### src/rtl/sprite_motion_ctrl.sv
// Per-frame sprite motion/animation controller: samples buttons on each vsync
// rising edge, moves the walker with clamping, and steps walk-cycle columns.
module sprite_motion_ctrl #(
  parameter int SPEED       = 2,
  parameter int POS_MIN     = 0,
  parameter int POS_MAX     = 448,
  parameter int POS_INIT    = 64,
  parameter int WALK_FRAMES = 4,
  parameter int FRAME_DIV   = 6
) (
  input  logic       clk,
  input  logic       reset,
  input  logic       vsync,
  input  logic       btn_left,
  input  logic       btn_right,
  output logic [8:0] position,
  output logic [2:0] action,
  output logic       orientation,
  output logic       moving
);

  typedef enum logic {
    S_IDLE,
    S_WALK
  } state_t;

  localparam logic [9:0] L_SPEED10   = 10'(SPEED);
  localparam logic [8:0] L_SPEED9    = 9'(SPEED);
  localparam logic [9:0] L_MAX10     = 10'(POS_MAX);
  localparam logic [8:0] L_MAX9      = 9'(POS_MAX);
  localparam logic [8:0] L_MIN9      = 9'(POS_MIN);
  localparam logic [9:0] L_LEFT_LIM  = 10'(POS_MIN + SPEED);
  localparam logic [8:0] L_INIT      = 9'(POS_INIT);
  localparam logic [5:0] L_DIV_LAST  = 6'(FRAME_DIV - 1);
  localparam logic [2:0] L_WALK_LAST = 3'(WALK_FRAMES);

  logic       r_l_meta, r_l_s, r_r_meta, r_r_s;
  logic       r_vsync_q;
  state_t     r_state, w_state_nxt;
  logic [8:0] r_position, w_position_nxt;
  logic [2:0] r_action, w_action_nxt;
  logic       r_orientation, w_orientation_nxt;
  logic       r_moving, w_moving_nxt;
  logic [5:0] r_div_cnt, w_div_cnt_nxt;

  logic       w_tick, w_dir_r, w_dir_l, w_move;
  logic [9:0] w_sum;
  logic [8:0] w_right_next, w_left_next, w_target;

  assign w_tick  = vsync & ~r_vsync_q;
  assign w_dir_r = r_r_s & ~r_l_s;
  assign w_dir_l = r_l_s & ~r_r_s;

  // 10-bit sum so the right clamp sees values past 511 without wrapping.
  assign w_sum        = {1'b0, r_position} + L_SPEED10;
  assign w_right_next = (w_sum > L_MAX10) ? L_MAX9 : w_sum[8:0];
  assign w_left_next  = ({1'b0, r_position} < L_LEFT_LIM) ? L_MIN9 : (r_position - L_SPEED9);
  assign w_target     = w_dir_r ? w_right_next : w_left_next;

  // Pushing into a limit already reached counts as no direction at all.
  assign w_move = (w_dir_r & (r_position != L_MAX9)) | (w_dir_l & (r_position != L_MIN9));

  // NOTE: sequential state uses non-blocking assignments so every flop samples
  // pre-edge values; blocking here would chain the synchronizer into one stage.
  always_ff @(posedge clk) begin
    if (reset) begin
      r_l_meta      <= 1'b0;
      r_l_s         <= 1'b0;
      r_r_meta      <= 1'b0;
      r_r_s         <= 1'b0;
      r_vsync_q     <= 1'b0;
      r_state       <= S_IDLE;
      r_position    <= L_INIT;
      r_action      <= 3'd0;
      r_orientation <= 1'b1;
      r_moving      <= 1'b0;
      r_div_cnt     <= 6'd0;
    end else begin
      r_l_meta      <= btn_left;
      r_l_s         <= r_l_meta;
      r_r_meta      <= btn_right;
      r_r_s         <= r_r_meta;
      r_vsync_q     <= vsync;
      r_state       <= w_state_nxt;
      r_position    <= w_position_nxt;
      r_action      <= w_action_nxt;
      r_orientation <= w_orientation_nxt;
      r_moving      <= w_moving_nxt;
      r_div_cnt     <= w_div_cnt_nxt;
    end
  end

  // NOTE: every next-state value is defaulted to its current value first, so no
  // path through the case leaves a variable unassigned and no latch is inferred.
  always_comb begin
    w_state_nxt       = r_state;
    w_position_nxt    = r_position;
    w_action_nxt      = r_action;
    w_orientation_nxt = r_orientation;
    w_moving_nxt      = r_moving;
    w_div_cnt_nxt     = r_div_cnt;

    if (w_tick) begin
      if (w_dir_r) begin
        w_orientation_nxt = 1'b1;
      end else if (w_dir_l) begin
        w_orientation_nxt = 1'b0;
      end

      case (r_state)
        S_IDLE: begin
          if (w_move) begin
            w_state_nxt    = S_WALK;
            w_position_nxt = w_target;
            w_action_nxt   = 3'd1;
            w_div_cnt_nxt  = 6'd0;
            w_moving_nxt   = 1'b1;
          end else begin
            w_action_nxt = 3'd0;
          end
        end
        S_WALK: begin
          if (w_move) begin
            w_position_nxt = w_target;
            // A reversal keeps the animation phase; only orientation flips.
            if (r_div_cnt == L_DIV_LAST) begin
              w_div_cnt_nxt = 6'd0;
              w_action_nxt  = (r_action == L_WALK_LAST) ? 3'd1 : r_action + 3'd1;
            end else begin
              w_div_cnt_nxt = r_div_cnt + 6'd1;
            end
          end else begin
            w_state_nxt   = S_IDLE;
            w_action_nxt  = 3'd0;
            w_div_cnt_nxt = 6'd0;
            w_moving_nxt  = 1'b0;
          end
        end
        default: w_state_nxt = S_IDLE;
      endcase
    end
  end

  assign position    = r_position;
  assign action      = r_action;
  assign orientation = r_orientation;
  assign moving      = r_moving;

endmodule

### config.mk
export PLATFORM = sky130hd
export DESIGN_NAME = sprite_motion_ctrl
export DESIGN_NICKNAME = d
export VERILOG_FILES = /design/src/rtl/sprite_motion_ctrl.sv
export SDC_FILE = /design/constraint.sdc
export NUM_CORES = 1
export LEC_CHECK = 0
export CORE_MARGIN = 2
export CORE_UTILIZATION = 35
export CTS_CLUSTER_SIZE = 30
export DETAILED_ROUTE_END_ITERATION = 10
export SETUP_SLACK_MARGIN = 0.05
export SLEW_MARGIN = 20
export SYNTH_ARGS = -nofsm -noshare
export SYNTH_HDL_FRONTEND = slang
export SYNTH_SLANG_ARGS = --single-unit
### constraint.sdc
create_clock -name clk -period 2.3 [get_ports clk]
set_input_delay 0.46 -clock clk [delete_from_list [all_inputs] [get_ports clk]]
set_output_delay 0.46 -clock clk [all_outputs]
set_load 0.005 [all_outputs]
**Run 1: met1 routing**

Bar = 20 um.
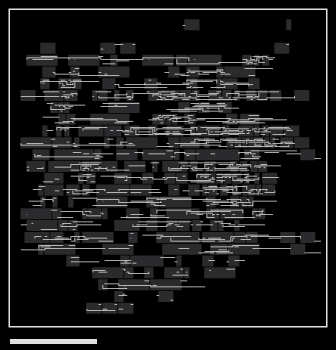
wire length on this layer: 1750 um
longest straight run: 26.2 um
GR Util met1: 20.3%
DRT Wirelength: 3710 um
routed via count: 1554

**Run 1: signal wires on met2**

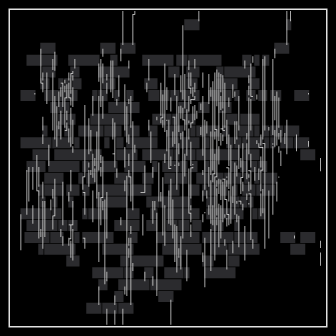
nets with wire on the layer: 204
wire length on this layer: 1820 um
longest straight run: 27.5 um
share of all routed wire: 49%
met2 usage: 24.4%

==> flow_metrics.tcl, run 1 <==
# metrics dict for downstream scripts
set metrics [dict create \
    status "completed" \
    core_area_sq_um 4630 \
    start_kind "register" \
    drv_cap 0 \
    wl_per_cell_um 13.1 \
    root_buffer "clkbuf_8" \
    synth_flops 25 \
    syn_avg_cell_area_sq_um 8.23 \
    drtAntennaViolNets 0 \
    required_ns 2.46 \
    track_usage_pct 14.6 \
    path_class "reg2reg" \
    crit-reg2reg-launch "r_l_s" \
    comb_area_sq_um 1150 \
    crit_fanout 6 \
    netlist.area_leader.share_pct 30.3 \
    synthesis.nets 216 \
    htree_levels 1 \
    edf_count 0 \
    fp_util_pct 35.7 \
    nNetsFinal 244 \
    cp-end-kind "register" \
    ys_chip_area_sq_um 1650 \
    numCtsBuffers 3 \
    yosys-stat-cells 201 \
    dp_hpwl_um 2750 \
    drtPass1Iterations 4 \
    powerDensity_nw_per_um2 451 \
    crit_start "r_l_s" \
    dieWidth_um 72.7 \
    synthCells 201 \
    path_clk_slew_ns 0.09 \
    diodes 0 \
    tightest_slew_ns 0.670 \
    dieArea_sq_um 5290 \
    syn-cell-area_sq_um 1650 \
    flop_area_sq_um 503 \
    top_area_cell "dfxtp_1" \
    num_rows 25 \
    hold_path_class "reg2reg" \
    first_global_vias 1401 \
    num-fill-cells 465 \
    synth_cell_types 54 \
    most_common_cell "dfxtp_1" \
    flop_cell "dfxtp_1" \
    grt_pass1_wl_um 6440 \
    vias_per_cell 5.51 \
    grt_antenna_before_repair 0 \
    finish.instance_area_sq_um 2130 \
    yosys-top-cells-area "dfxtp_1 (30%), ha_1 (7.6%), nand2_1 (4.3%)" \
    holdCritStartpoint "r_l_meta" \
    cts_max_path_buffers 2 \
    area_growth_pct 29.0 \
    arrival_ns 2.40 \
    drive_above_1_share_pct 23.7 \
    max-slew-margin-rel_pct 55.2 \
    overflow 0 \
    ys_warn_count 0 \
    port_buffers 17 \
    yosys-top-cells-count "dfxtp_1 (25), nand2_1 (19), nor2_1 (19), inv_1 (12)" \
    period_minus_slack_ns 2.24 \
    dp_cells 275 \
    cts_tree "yes" \
    top_usage_layer "met2" \
    die_h_um 72.7 \
    rsz0062_at_grt "true" \
    skew_ns 0.00239 \
    grt_max_degree 19 \
    p_leak_nw 0.779 \
    ios 19 \
    hold_buffers 0 \
    drc 0 \
    timing.final.crit_share_pct 97.4 \
    ir_drop_uv 294 \
    finalHoldViolCount 0 \
    clk_latency_ns 0.26 \
    yosys.stat.seqShare_pct 30.3 \
    first_iter_violations 99 \
    dpl-instance-area_sq_um 2010 \
    ys_async_sr_fraction_pct 0 \
    final_cells 282 \
    largest_register_ff_count 8 \
    tool_warnings 33 \
    cts_sinks 25 \
    fmax_mhz 446 \
    place.gp.congestion 0.813 \
    slew_viol_final 0 \
    setup_viol 0 \
]
**Run 1: M3 wires**

Bar = 20 um.
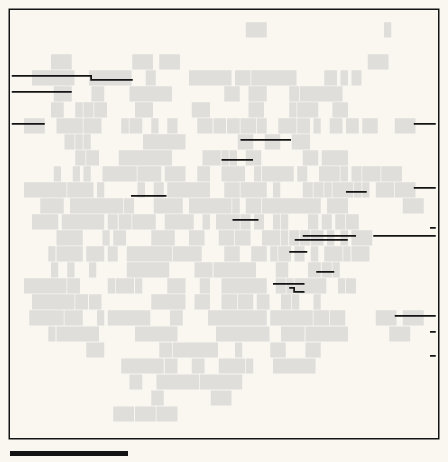
longest straight run: 13.3 um
share of all routed wire: 3.2%
M3 GR Usage: 2.07%

-- run 1: cells in the final DEF (no fill, tap or decap), types with 3 or more instances in the layout --
master,count
nand2_1,18
buf_4,19
nor3_1,6
nand3_1,8
nor2b_1,6
dfxtp_1,23
a31oi_1,6
nand2b_1,4
nor4_1,5
inv_1,10
ha_4,3
clkdlybuf4s50_1,17
clkbuf_8,3
a21oi_1,4
and3_1,3
a21oi_2,3
o21ai_0,9
xor2_1,3
nor2_1,17
o2bb2ai_1,3
nor2_4,3
ha_1,7
-- run 1: area by class of cell --
cell class / instances / share of cell area [%]
Sequential cell: 25 / 23.6
Tap cell: 54 / 3.17
Multi-Input combinational cell: 150 / 53.8
Timing Repair Buffer: 37 / 15.2
Clock buffer: 3 / 1.94
Inverter: 12 / 2.11
Clock inverter: 1 / 0.235
-- run 1: per-stage QoR --
stage	hold slack [ns]	util (%)	power (mW)	setup WS (ns)	setup TNS [ns]
after floorplan	0.414	-	0.623	-0.0584	-0.136
after global placement	0.420	43.4	0.695	-0.0915	-0.163
after detailed placement	0.425	43.4	0.695	-0.172	-0.539
after CTS	0.443	44.9	0.959	0.0728	0
after global routing	0.461	46.1	1.02	-0.0307	-0.0885
final	0.441	46.1	0.962	0.0598	0
-- run 1: power breakdown --
part / switching, mW / total (mW) / internal (mW)
Clock: 0.134 / 0.255 / 0.121
Sequential: 0.0162 / 0.466 / 0.450
Combinational: 0.124 / 0.242 / 0.118
Total: 0.274 / 0.962 / 0.688
-- run 1: cell families (layout without fill, tap and decap cells) --
group	count (synthesis)	count (layout)	synth area share (%)
AND/OR/NAND/NOR	87	87	29.0
AND-OR/OR-AND	47	47	23.1
buffers and inverters	26	53	7.03
flip-flops	25	25	30.3
adder cells (fa/ha/maj)	10	10	7.56
XOR/XNOR	4	4	2.12
other	1	1	0.227
multiplexers	1	1	0.605
-- run 1: path summary, 6_finish.rpt --
kind | slack, ns | end | depth (start not counted)
hold reg to reg | 0.44 | r_l_s | 1
setup reg to reg | 0.06 | action[0] | 11
setup / recovery | 0.06 | action[0] | 11
hold / removal | 0.44 | r_l_s | 1
-- run 1: metal layers --
layer	vias to the layer above	part of all wire [%]
met5	-	0
met2	30	49
met3	2	3.2
met1	741	47
met4	0	0.51
li1	781	-
-- run 1: worst max-delay path: stages, from the launching register on --
cell     delay [ns]
dfxtp_2        0.34
inv_2          0.04
ha_4           0.14
or4_4          0.49
o32ai_4        0.30
or2_4          0.22
inv_2          0.05
ha_4           0.15
a21oi_4        0.17
nor2_1         0.06
a21oi_1        0.12
nor2_1         0.05
-- run 1: what timing repair did --
action,CTS,global route
setup endpoints to repair,9,15
pin swaps,8,6
resized,2,12
gates cloned,0,0
setup buffers,2,1
==> run 1 -> run 2 <==
--- a/config.mk
+++ b/config.mk
@@ -6,4 +6,6 @@
 export NUM_CORES = 1
 export LEC_CHECK = 0
+export CAP_MARGIN = 10
+export CORE_ASPECT_RATIO = 1.2
 export CORE_MARGIN = 2
 export CORE_UTILIZATION = 35
==> constraint.sdc (replaced) <==
create_clock -name clk -period 2.3 [get_ports clk]
set_input_delay 0.46 -clock clk [delete_from_list [all_inputs] [get_ports clk]]
set_output_delay 0.46 -clock clk [all_outputs]
set_load 0.01 [all_outputs]
**Run 2: met1 routing**

Bar = 20 um.
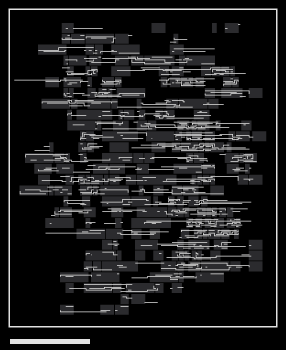
main direction: horizontal
nets with wire on the layer: 219
share of all routed wire: 47%
routed via count: 1520
DRT Wirelength: 3870 um

==> run 2 against run 1 <==
Combinational power grew 5%. Power grew 3.0%. Register-to-register slack is essentially flat. Largest cell class unchanged.
==> flow_metrics.tcl, run 2 <==
# metrics dict for downstream scripts
set metrics [dict create \
    status "completed" \
    yosys-top-cells-count "dfxtp_1 (25), nand2_1 (19), nor2_1 (19), inv_1 (12)" \
    edf_count 0 \
    dp_hpwl_um 2870 \
    most_common_cell "dfxtp_1" \
    syn-cell-area_sq_um 1650 \
    area_growth_pct 30.0 \
    path_class "reg2reg" \
    max-slew-margin-rel_pct 58.3 \
    port_buffers 17 \
    tool_warnings 34 \
    dieArea_sq_um 5290 \
    drive_above_1_share_pct 24.6 \
    ys_chip_area_sq_um 1650 \
    finish.instance_area_sq_um 2150 \
    arrival_ns 2.41 \
    skew_ns 0.00618 \
    core_area_sq_um 4560 \
    slew_viol_final 0 \
    synthesis.nets 216 \
    htree_levels 1 \
    ys_async_sr_fraction_pct 0 \
    syn_avg_cell_area_sq_um 8.23 \
    fmax_mhz 449 \
    diodes 0 \
    largest_register_ff_count 8 \
    crit_fanout 6 \
    num_rows 27 \
    flop_cell "dfxtp_1" \
    layout_top_cell "buf_4" \
    dr.max_layer_used "met4" \
    drtPass1Iterations 4 \
    p_int_mw 0.694 \
    start_kind "register" \
    nNetsFinal 248 \
    crit_slowest_cell "or4_4" \
    timing.final.crit_share_pct 96.8 \
    num-fill-cells 443 \
    grt_max_degree 19 \
    dpl-instance-area_sq_um 2030 \
    setup_viol 0 \
    drtAntennaViolNets 0 \
    drv_cap 0 \
    period_minus_slack_ns 2.23 \
    synth_flops 25 \
    path_clk_slew_ns 0.09 \
    slowest_delay_ns 0.49 \
    route.met2.wl_um 1900 \
    synth_cell_types 54 \
    synthCells 201 \
    die_h_um 79.3 \
    dieWidth_um 66.8 \
    p_seq_share_pct 47.0 \
    hold_buffers 0 \
    clk_latency_ns 0.28 \
    cp-end-kind "register" \
    fin_setup_tns_ns 0 \
    layout_top_cells "buf_4 (24), dfxtp_1 (23), nand2_1 (19)" \
    powerDensity_nw_per_um2 461 \
    finalHoldViolCount 0 \
    switchingPower_mw 0.297 \
    overflow 0 \
    cts_max_path_buffers 2 \
    ios 19 \
    fin_util_pct 47.2 \
    drc 0 \
    hold_path_class "reg2reg" \
    first_iter_violations 87 \
    top_area_cell "dfxtp_1" \
    required_ns 2.48 \
    setup_ws_ns 0.0734 \
    rsz0062_at_grt "true" \
    yosys-stat-cells 201 \
    netlist.area_leader.share_pct 30.3 \
    numCtsBuffers 3 \
    p_clk_share_pct 27.5 \
    yosys.stat.seqShare_pct 30.3 \
    vias_per_cell 5.24 \
    place_ws_ns -0.128 \
    tightest_slew_ns 0.624 \
    timing.hold.ws_ns 0.443 \
    grt_antenna_before_repair 0 \
    dr_wl_met3_um 77 \
    swShare_pct 30.0 \
    ir_drop_uv 237 \
    wl_per_cell_um 13.3 \
    first_global_vias 1473 \
    p_comb_share_pct 25.5 \
    wl_met1_um 1820 \
    path_cells "inv_2 -> ha_4 -> or4_4 -> o32ai_4 -> or2_4 -> inv_2 -> ha_4 -> a21oi_4 -> nor2_1 -> a21oi_1 -> nor2_1" \
    cts_sinks 25 \
    ys_warn_count 0 \
    p_leak_nw 0.790 \
    grt_pass1_wl_um 6780 \
    place.gp.congestion 0.870 \
    fp_util_pct 36.3 \
    cts_tree "yes" \
    track_usage_pct 16.1 \
    yosys-top-cells-area "dfxtp_1 (30%), ha_1 (7.6%), nand2_1 (4.3%)" \
    root_buffer "clkbuf_8" \
]
**Run 2: signal wires on met2**

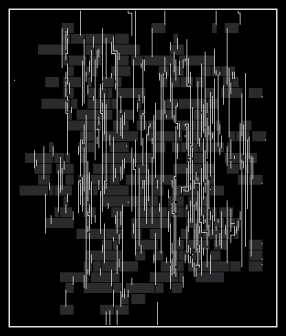
wire length on this layer: 1900 um
share of all routed wire: 49%
main direction: vertical
met2 usage: 28.5%

-- run 2: cell counts after synthesis --
Identical to the previous run, type by type.
-- run 2: power groups by stage --
stage / clock (mW) / sequential (mW) / combinational (mW)
3_3_place_gp: 0 / 0.476 / 0.232
3_5_place_dp: 0 / 0.475 / 0.232
5_1_grt: 0.296 / 0.469 / 0.279
6_report: 0.273 / 0.466 / 0.253
2_1_floorplan: 0 / 0.476 / 0.151
4_1_cts: 0.282 / 0.466 / 0.237
-- run 2: routing by layer --
| metal | GRT usage, % | vias to the layer above |
|---|---|---|
| met4 | 5.92 | 0 |
| li1 | - | 785 |
| met3 | 1.98 | 7 |
| met5 | 0 | - |
| met1 | 19.5 | 712 |
| met2 | 28.5 | 16 |
-- run 2: logic make-up (layout without fill, tap and decap cells) --
group                      Yosys count  in the layout  synth area share (%)
and+or+nand+nor                     87             87                  29.0
xor gates and xnor gates             4              4                  2.12
DFF                                 25             25                  30.3
buffers and inverters               26             57                  7.03
other                                1              1                 0.227
AOI/OAI and AO/OA                   47             47                  23.1
adders and majority gates           10             10                  7.56
muxes                                1              1                 0.605
-- run 2: path summary, 6_finish.rpt --
path                to  cells after the start  slack (ns)  startpoint
max          action[0]                     11        0.07       r_l_s
min              r_l_s                      1        0.44    r_l_meta
max reg2reg  action[0]                     11        0.07       r_l_s
min reg2reg      r_l_s                      1        0.44    r_l_meta
-- run 2: area by class of cell --
| cell class | count | area, sq um | share of cell area (%) |
|---|---|---|---|
| clock buffers | 3 | 41.3 | 1.92 |
| clock inverters | 1 | 5.00 | 0.233 |
| well taps | 58 | 72.6 | 3.37 |
| repair buffers | 41 | 350 | 16.3 |
| flip-flops and latches | 25 | 503 | 23.4 |
| inverters | 12 | 45.0 | 2.09 |
| multi-input cells | 150 | 1130 | 52.7 |
-- run 2: metrics by stage --
step / cells / total power [mW]
2_1_floorplan: 201 / 0.627
3_3_place_gp: 281 / 0.708
3_5_place_dp: 281 / 0.707
4_1_cts: 286 / 0.985
5_1_grt: 290 / 1.04
6_report: 290 / 0.991
-- run 2: critical path: cells and delay by family (launching register included) --
family	cells	cell delay, ns
AOI/OAI and AO/OA	3	0.60
buffers and inverters	2	0.08
DFF	1	0.34
and+or+nand+nor	4	0.81
adders and majority gates	2	0.29
-- run 2: what timing repair did --
action / 4_1_cts / 5_1_grt
pin swaps: 4 / 8
buffers inserted: 1 / 4
resized: 1 / 10
setup endpoints to repair: 7 / 17
cloned: 0 / 0
==> run 2 -> run 3 <==
- REMOVE_ABC_BUFFERS: not set -> 1
**Run 3: M3 wires**

Bar = 20 um.
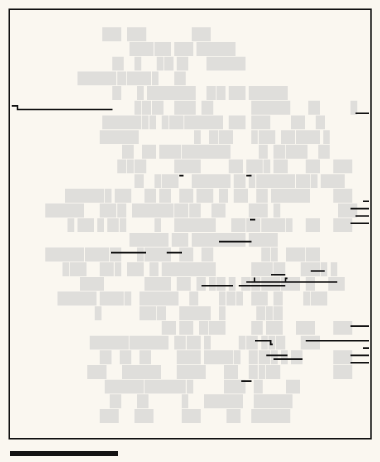
wire length on this layer: 119 um
nets with wire on the layer: 21
main direction: horizontal
longest straight run: 17.5 um
share of all routed wire: 3.1%
M3 GR Usage: 1.98%
DRT Wirelength: 3840 um
routed via count: 1573

==> run 3 against run 2 <==
Area after synthesis unchanged. Combinational power fell by 2%. Clock power down 6%. Utilization decreased by 0.82 points. Power shrank 2.5%. Global-route usage decreased by 0.50 points. Wire length down 0.77%. Sequential power down 1%. Sequential share of layout area grew 0.36 points. First-iteration DRC count grew 78%. Critical path depth fell by 1. Via count rose by 3.5%. Critical path type unchanged. Critical endpoint unchanged. Largest power group unchanged.
==> flow_metrics.tcl, run 3 <==
# metrics dict for downstream scripts
set metrics [dict create \
    status "completed" \
    rsz0062_at_grt "true" \
    syn_avg_cell_area_sq_um 8.23 \
    ys_chip_area_sq_um 1650 \
    flop_cell "dfxtp_1" \
    drive_above_1_share_pct 22.6 \
    fmax_mhz 457 \
    track_usage_pct 15.6 \
    swShare_pct 28.9 \
    skew_ns 0.00905 \
    p_clk_share_pct 26.6 \
    port_buffers 17 \
    synthCells 201 \
    p_int_mw 0.687 \
    p_leak_nw 0.784 \
    powerDensity_nw_per_um2 457 \
    path_clk_slew_ns 0.09 \
    root_buffer "clkbuf_8" \
    grt_antenna_before_repair 0 \
    slew_viol_final 0 \
    overflow 0 \
    drv_cap 0 \
    place.gp.congestion 0.797 \
    required_ns 2.45 \
    ir_drop_uv 209 \
    num_rows 27 \
    cp-end-kind "register" \
    finalHoldViolCount 0 \
    ios 19 \
    diodes 0 \
    drc 0 \
    holdPathStages 1 \
    largest_register_ff_count 8 \
    fin_setup_tns_ns 0 \
    grt_pass1_wl_um 6540 \
    dpl-instance-area_sq_um 1970 \
    netlist.area_leader.share_pct 30.3 \
    clk_latency_ns 0.27 \
    place_ws_ns -0.103 \
    cts_max_path_buffers 2 \
    drtAntennaViolNets 0 \
    first_iter_violations 155 \
    cts_sinks 25 \
    r2r_end "action[0]" \
    start_kind "register" \
    hold_buffers 0 \
    yosys-stat-cells 201 \
    synth_flops 25 \
    edf_count 0 \
    setup_ws_ns 0.114 \
    path_class "reg2reg" \
    yosys-top-cells-area "dfxtp_1 (30%), ha_1 (7.6%), nand2_1 (4.3%)" \
    nNetsFinal 246 \
    arrival_ns 2.34 \
    grt_max_degree 19 \
    timing.final.crit_share_pct 95.0 \
    yosys-top-cells-count "dfxtp_1 (25), nand2_1 (19), nor2_1 (19), inv_1 (12)" \
    holdCritStartpoint "r_l_meta" \
    top_area_cell "dfxtp_1" \
    layout_top_cells "dfxtp_1 (24), buf_4 (21), nand2_1 (19)" \
    fp_util_pct 36.3 \
    fin_util_pct 46.3 \
    cts_tree "yes" \
    crit_fanout 6 \
    synth_cell_types 54 \
    vias_per_cell 5.46 \
    dp_hpwl_um 2870 \
    dieArea_sq_um 5290 \
    wl_per_cell_um 13.3 \
    tightest_slew_ns 0.612 \
    core_area_sq_um 4560 \
    most_common_cell "dfxtp_1" \
    rr_worst_depth 10 \
    hold_path_class "reg2reg" \
    die_h_um 79.3 \
    htree_levels 1 \
    p_seq_share_pct 47.8 \
    hold_end "r_l_s" \
    p_comb_share_pct 25.6 \
    syn-cell-area_sq_um 1650 \
    crit-reg2reg-launch "position[4]" \
    dieWidth_um 66.8 \
    reg2reg_slack_ns 0.11 \
    setup_viol 0 \
    tool_warnings 32 \
    layout_top_cell "dfxtp_1" \
    period_minus_slack_ns 2.19 \
    yosys.stat.seqShare_pct 30.3 \
    area_growth_pct 27.8 \
    ys_warn_count 0 \
    numCtsBuffers 3 \
    switchingPower_mw 0.280 \
    first_global_vias 1448 \
    drtPass1Iterations 4 \
    ys_async_sr_fraction_pct 0 \
    finish.instance_area_sq_um 2110 \
    max-slew-margin-rel_pct 59.1 \
]
**Run 3: met1 routing**

Bar = 20 um.
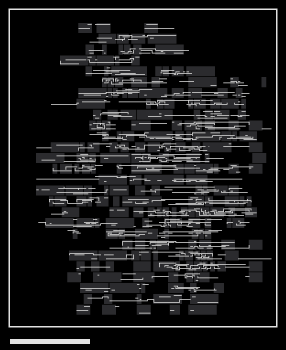
longest straight run: 17.9 um
nets with wire on the layer: 217
share of all routed wire: 44%
GR Util met1: 19.6%

[run 3: cell counts after synthesis]
Identical to the previous run, type by type.
[run 3: worst max-delay path by stage]
stage                      from           to  slack, ns  cells past startpoint
floorplan           position[3]    action[2]      -0.15                      8
global placement          vsync  position[5]      -0.06                      6
detailed placement        vsync  position[3]      -0.10                      6
CTS                       r_l_s  position[3]      -0.04                      9
global route        position[4]    action[2]       0.02                      9
finish              position[4]    action[0]       0.11                     10
[run 3: worst max-delay path: stages (launching register included)]
cell     delay (ns)
dfxtp_1        0.32
or4_4          0.59
nor4_4         0.32
or2_4          0.20
inv_2          0.05
ha_4           0.15
a21oi_2        0.13
buf_6          0.13
nor2_1         0.04
a21oi_1        0.10
nor2_1         0.05
[run 3: what timing repair did]
action,4_1_cts,5_1_grt
endpoints found under the setup margin,9,17
pin swaps,0,5
setup buffers,0,3
resized,1,19
[run 3: final cells by class]
class	instances	area, sq um
repair buffers	39	339
flip-flops and latches	25	502
clock buffers	3	41.3
clock inverters	1	5.00
well taps	58	72.6
fillers	464	2450
multi-input cells	150	1110
inverters	12	45.0
[run 3: per-layer routing]
| layer | GRT usage [%] | vias up | routed length (um) |
|---|---|---|---|
| met3 | 1.98 | 9 | 118 |
| met1 | 19.6 | 745 | 1700 |
| met4 | 6.12 | 0 | 98 |
| met2 | 26.6 | 36 | 1930 |
| met5 | 0 | - | 0 |
| li1 | - | 783 | - |
[run 3: per-stage QoR]
step,instances,hold WS [ns],total power [mW]
detailed placement,281,0.429,0.695
global placement,281,0.418,0.695
global route,288,0.461,1.03
CTS,285,0.449,0.959
finish,288,0.442,0.966
floorplan,187,0.414,0.602
[run 3: cell families (layout without fill, tap and decap cells)]
logic type / after synthesis / count (layout) / share of synthesized area, %
XOR/XNOR: 4 / 4 / 2.12
AND-OR/OR-AND: 47 / 47 / 23.1
AND/OR/NAND/NOR: 87 / 87 / 29.0
other: 1 / 1 / 0.227
flip-flops: 25 / 25 / 30.3
buffers and inverters: 26 / 55 / 7.03
adder cells (fa/ha/maj): 10 / 10 / 7.56
multiplexers: 1 / 1 / 0.605
[run 3: power groups by stage]
stage	clock, mW	sequential, mW	combinational (mW)
3_3_place_gp	0	0.470	0.225
2_1_floorplan	0	0.485	0.117
6_report	0.257	0.461	0.247
4_1_cts	0.271	0.461	0.228
5_1_grt	0.292	0.464	0.272
3_5_place_dp	0	0.471	0.224
No activity file was given, so power comes from the tool's default toggle rates.
